===== src/rtl/health_alarm_pkg.sv =====
// Shared types and defaults for the health alarm controller.
// The default severity map assigns each sensor its warning level; 0 disables a sensor.
package health_alarm_pkg;

    // Alarm FSM: IDLE until a confirmed sensor arrives, ALARM until acknowledged
    typedef enum logic [0:0] {
        IDLE  = 1'b0,
        ALARM = 1'b1
    } alarmStateT;

    localparam int DEFAULT_NUM_SENSORS = 6;
    localparam int DEFAULT_LEVEL_W     = 3;

    // Sensor i severity lives at [i*LEVEL_W +: LEVEL_W]; the leftmost entry is sensor 5
    localparam logic [DEFAULT_NUM_SENSORS*DEFAULT_LEVEL_W-1:0] DEFAULT_SEVERITY =
        {3'd6, 3'd3, 3'd2, 3'd5, 3'd4, 3'd3};

    // Default sensor map
    localparam int SENSOR_PRESSURE     = 0;
    localparam int SENSOR_BLOOD        = 1;
    localparam int SENSOR_FALL         = 2;
    localparam int SENSOR_TEMPERATURE  = 3;
    localparam int SENSOR_NERVOUS_LOW  = 4;
    localparam int SENSOR_NERVOUS_HIGH = 5;

endpackage


===== src/rtl/persistence_filter.sv =====
// Confirms a raw abnormality flag only after it has been sampled high on
// PERSIST consecutive clock edges. Any low sample restarts the count.
module persistence_filter #(
    parameter int PERSIST = 3
) (
    input  logic clock,
    input  logic resetN,
    input  logic in,
    output logic confirmed
);

    localparam int CNT_W = (PERSIST < 1) ? 1 : $clog2(PERSIST + 1);
    localparam logic [CNT_W-1:0] CNT_MAX = CNT_W'(PERSIST);

    logic [CNT_W-1:0] count;

    // Saturating run-length counter of consecutive high samples
    always_ff @(posedge clock or negedge resetN) begin
        if (!resetN) begin
            count <= '0;
        end else if (!in) begin
            count <= '0;
        end else if (count != CNT_MAX) begin
            count <= count + 1'b1;
        end
    end

    assign confirmed = (count == CNT_MAX);

endmodule


===== src/rtl/health_alarm_controller.sv =====
// Latched, escalating warning controller. Each sensor flag is debounced by a
// persistence filter; the highest severity among confirmed sensors (lowest
// index on ties) drives a latched warning level that only acknowledge clears,
// and that steps up by one every ESC_CYCLES unacknowledged cycles.
module health_alarm_controller
    import health_alarm_pkg::*;
#(
    parameter int NUM_SENSORS = DEFAULT_NUM_SENSORS,
    parameter int LEVEL_W     = DEFAULT_LEVEL_W,
    parameter int PERSIST     = 3,
    parameter int ESC_CYCLES  = 16,
    parameter logic [NUM_SENSORS*LEVEL_W-1:0] SEVERITY = DEFAULT_SEVERITY
) (
    input  logic                           clock,
    input  logic                           resetN,
    input  logic [NUM_SENSORS-1:0]         sensorAbnormal,
    input  logic                           acknowledge,
    output logic [LEVEL_W-1:0]             abnormalityWarning,
    output logic                           warningActive,
    output logic [$clog2(NUM_SENSORS)-1:0] sourceId,
    output logic                           escalated,
    output alarmStateT                     debugState
);

    localparam int ID_W  = $clog2(NUM_SENSORS);
    localparam int ESC_W = $clog2(ESC_CYCLES);
    localparam logic [ESC_W-1:0]   ESC_LAST  = ESC_W'(ESC_CYCLES - 1);
    localparam logic [LEVEL_W-1:0] LEVEL_MAX = {LEVEL_W{1'b1}};

    logic [NUM_SENSORS-1:0] confirmed;
    logic [LEVEL_W-1:0]     curMax;
    logic [ID_W-1:0]        curId;
    logic                   curValid;
    alarmStateT             state;
    logic [ESC_W-1:0]       escCnt;

    for (genvar g = 0; g < NUM_SENSORS; g++) begin : gSensor
        persistence_filter #(
            .PERSIST(PERSIST)
        ) uFilter (
            .clock    (clock),
            .resetN   (resetN),
            .in       (sensorAbnormal[g]),
            .confirmed(confirmed[g])
        );
    end

    // Highest severity among confirmed sensors; strict compare keeps the lowest index on ties
    always_comb begin
        curMax = '0;
        curId  = '0;
        for (int i = 0; i < NUM_SENSORS; i++) begin
            if (confirmed[i] && (SEVERITY[i*LEVEL_W +: LEVEL_W] > curMax)) begin
                curMax = SEVERITY[i*LEVEL_W +: LEVEL_W];
                curId  = ID_W'(i);
            end
        end
    end

    assign curValid = (curMax != '0);

    // Alarm FSM with latched level, source and escalation timer
    always_ff @(posedge clock or negedge resetN) begin
        if (!resetN) begin
            state              <= IDLE;
            abnormalityWarning <= '0;
            sourceId           <= '0;
            escCnt             <= '0;
            escalated          <= 1'b0;
        end else begin
            case (state)
                IDLE: begin
                    if (curValid) begin
                        abnormalityWarning <= curMax;
                        sourceId           <= curId;
                        escCnt             <= '0;
                        escalated          <= 1'b0;
                        state              <= ALARM;
                    end
                end
                ALARM: begin
                    if (acknowledge && curValid) begin
                        // Acknowledge while still abnormal: restart from the current picture
                        abnormalityWarning <= curMax;
                        sourceId           <= curId;
                        escCnt             <= '0;
                        escalated          <= 1'b0;
                    end else if (acknowledge) begin
                        abnormalityWarning <= '0;
                        sourceId           <= '0;
                        escCnt             <= '0;
                        escalated          <= 1'b0;
                        state              <= IDLE;
                    end else if (curMax > abnormalityWarning) begin
                        // A worse sensor outranks a pending escalation step
                        abnormalityWarning <= curMax;
                        sourceId           <= curId;
                        escCnt             <= '0;
                    end else if (escCnt == ESC_LAST) begin
                        if (abnormalityWarning != LEVEL_MAX) begin
                            abnormalityWarning <= abnormalityWarning + 1'b1;
                        end
                        escCnt    <= '0;
                        escalated <= 1'b1;
                    end else begin
                        escCnt <= escCnt + 1'b1;
                    end
                end
                default: state <= IDLE;
            endcase
        end
    end

    assign warningActive = (state == ALARM);
    assign debugState    = state;

endmodule


===== config.mk =====
export PLATFORM = sky130hd
export DESIGN_NAME = health_alarm_controller
export DESIGN_NICKNAME = d
export VERILOG_FILES = /design/src/rtl/health_alarm_pkg.sv /design/src/rtl/persistence_filter.sv /design/src/rtl/health_alarm_controller.sv
export SDC_FILE = /design/constraint.sdc
export NUM_CORES = 1
export LEC_CHECK = 0
export CORE_MARGIN = 2
export CORE_UTILIZATION = 35
export DETAILED_ROUTE_END_ITERATION = 10
export MAX_ROUTING_LAYER = met4
export SKIP_LAST_GASP = 1
export SYNTH_ARGS = -nofsm -noshare
export SYNTH_HDL_FRONTEND = slang
export SYNTH_SLANG_ARGS = --single-unit

===== constraint.sdc =====
create_clock -name clock -period 7.75 [get_ports clock]
set_input_delay 1.55 -clock clock [delete_from_list [all_inputs] [get_ports clock]]
set_output_delay 1.55 -clock clock [all_outputs]
set_load 0.02 [all_outputs]

**Metal 1**

Scale bar: 20 µm.
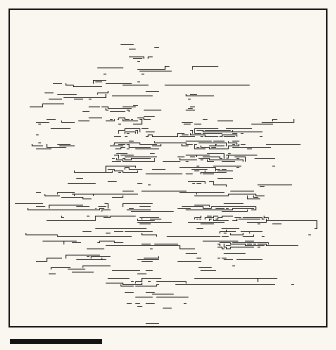
main direction: horizontal
wire length on this layer: 1300 µm
vias: 1108
Post-Route WL: 2.893 mm

**Signal wires on met2**

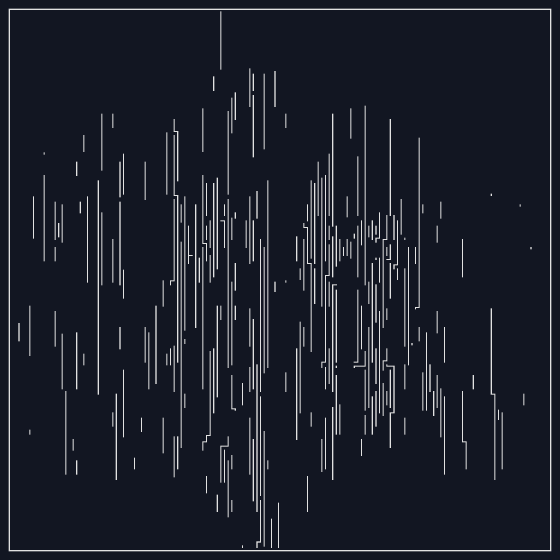
wire length on this layer: 1410 µm
longest straight run: 27.2 µm
nets with wire on the layer: 156
share of all routed wire: 49%
main direction: vertical
met2 usage: 24.40%

==> ci_impl_report.md <==
## Implementation flow summary

| Metric | Value |
|---|---|
| Endpoints failing hold | 0 |
| Clock Tree Buf Depth | 2 |
| Most frequent cells after synthesis | dfrtp_1, ha_1, nor2b_1 |
| Root Driver | clkbuf_8 |
| # Post-CTS Setup Buffers | 0 |
| Initial DRC count | between 50 and 60 |
| Diode count | 0 |
| Crit path largest cell delay | 0.51 ns |
| Core Rows | 23 |
| CP Class | in -> reg |
| Outcome | finished, final reports clean |
| Cell with the most instances after synthesis | dfrtp_1 |
| Reg2Reg Setup Slack | 4.74 ns |
| Tightest Pin Transition | 1.070 ns |
| Detail Route Antenna Nets | 0 |
| Hold Path Sink | escCnt[3] |
| Mapped Cells | between 100 and 150 |
| Maxcap violations | 0 |
| Critical Path Source Type | input pin |
| DP Wirelength | ~2.1 mm |
| First-pass GRT wire length | about 5 mm |
| Yosys stat area | ~1500 µm² |
| Hold Crit Class | reg -> reg |
| Placer Congestion | just over 0.8 |
| DP Worst Slack | 4.474 ns |
| RR Endpoint | sourceId[2] |
| Layout cells sized above 1 | between 6 and 7% |
| F_max | 331.1 MHz |
| RSZ-0062 raised after global routing | no |
| Synth Seq Share | between 40% and 50% |
| Total CTS buffers | 3 |
| Number of remaining DRC errors | 0 |
| Die Y | between 60 and 70 µm |
| XOR/XNOR Area Share | 3.565% |
| Nets | around 180 |
| And+or+nand+nor area frac | 21.48% |
| Ys cells | roughly 150 |
| Final setup fails | 0 |
| GRT Resource Usage Total | about 15% |
| Min cycle time layout | 3.020 ns |
| Critical path peak fanout | 8 |
| Setup TNS | 0 ns |
| Clock transition at the registers of the reported paths | roughly 0.09 ns |
| Ys Warns | 0 |
| Post-synth cell types | 38 |
| Gr ovfl total | 0 |
| TritonRoute pass-1 iters | 4 |
| Layout area overhead | 17.74% |
| FF-to-FF Start | gSensor[0].uFilter.count[0] |
| Number of I/O port buffers | 17 |
| Comb area leader | simple AND/OR/NAND/NOR gates |
| Arr. time, crit path | roughly 3.2 ns |
| Via density | roughly 5.3 |
| Synth async-reset ratio | 100.0% |
| Post-route clock period utilization | between 30 and 40% |
| Mapped Nets | between 150 and 200 |
| Routed len/inst | between 10 and 15 µm |
| Syn_area_per_cell | between 10 and 15 µm² |
| Top_reg_cell synth | dfrtp_1 |
| Maximum VDD drop | 136.9 µV |
| Fin. max-slew vios | 0 |
| MUX area fraction | around 6.5% |
| Complex Gates by Area | 13.16% |
| Tool warnings | 27 |
| Number of enable flip-flop cells | 0 |
| Top-area cell share | between 40% and 50% |
| Post-synth regs | 24 |
| Leak | 0.7558 nW |
| Setup ws final | between 4 and 5 ns |
| H-tree depth | 1 |
==> routing by layer <==
metal  vias up  global-route usage (%)  part of all wire, %  wire, µm
met2        24                   24.40                   49      1411
met3         6                   4.545                  4.8       140
met1       532                   16.95                   45      1298
li1        546                       -                    -         -
met4         0                   4.902                  1.5        42
met5         -                       -                    0         0
==> cells by family after synthesis <==
kind of cell | Yosys count
AND/OR/NAND/NOR | 54
XOR/XNOR | 6
multiplexers | 9
flip-flops | 24
buffers and inverters | 12
AND-OR/OR-AND | 28
adder cells (fa/ha/maj) | 12
==> worst max-delay path by stage <==
stage | endpoint | cells after the start | slack [ns] | start
floorplan | sourceId[2] | 4 | 5.06 | acknowledge
global placement | sourceId[2] | 5 | 4.54 | acknowledge
detailed placement | sourceId[2] | 5 | 4.47 | acknowledge
CTS | sourceId[2] | 5 | 4.76 | acknowledge
global route | sourceId[2] | 10 | 4.48 | gSensor[0].uFilter.count[0]
finish | sourceId[2] | 5 | 4.73 | acknowledge
==> cell type report <==
type	count	area (µm²)
clock inverter	1	30.03
multi-input combinational	109	808.3
clock buffer	3	41.29
timing repair buffer	17	170.2
fill	399	2293
sequential	24	600.6
tap	50	62.56
inverter	6	22.52
==> sequential cells by signal, summed over array words and instances, names as in the netlist <==
register,count
sourceId,3
escalated,1
gSensor.uFilter.count,12
debugState,1
abnormalityWarning,3
escCnt,4
==> power by group <==
part	switching (W)	internal [W]	total, W
Combinational	0.000147	0.000120	0.000268
Sequential	0.0000291	0.000157	0.000186
Clock	0.0000433	0.0000691	0.000112
Total	0.000220	0.000346	0.000566
==> layout by cell type (no fill, tap or decap), types with 3 or more instances in the layout <==
master           Yosys  final
dfrtp_1             24     24
clkdlybuf4s50_1      0     17
xnor2_1              6      6
nor2b_1              9      9
nor2_1               8      8
a21oi_1              4      4
a31oi_1              3      3
mux2i_1              8      8
and2_1               7      7
ha_1                12     12
nand2b_1             3      3
o21ai_0              6      6
nand2_1              8      8
nand4_1              4      4
clkbuf_8             0      3
inv_1                6      6
nand3_1              4      4
==> worst max-delay path, delay by kind of cell <==
family                 cells  cell delay [ns]
AOI/OAI and AO/OA          2             0.71
buffers and inverters      1             0.39
muxes                      1             0.33
and+or+nand+nor            1             0.21
==> metrics by stage <==
stage	hold slack, ns	instance area [µm²]	instances	total power, W	util (%)
after floorplan	0.4730	1474	145	0.0003841	-
after global placement	0.5021	1664	206	0.0004440	41.30
after detailed placement	0.5043	1664	206	0.0004554	41.30
after CTS	0.5241	1735	210	0.0005715	43.07
after global routing	0.5683	1735	210	0.0006131	43.07
final	0.5161	1735	210	0.0005661	43.07
Power figures rest on the tool's default switching activity, not on a simulated workload.
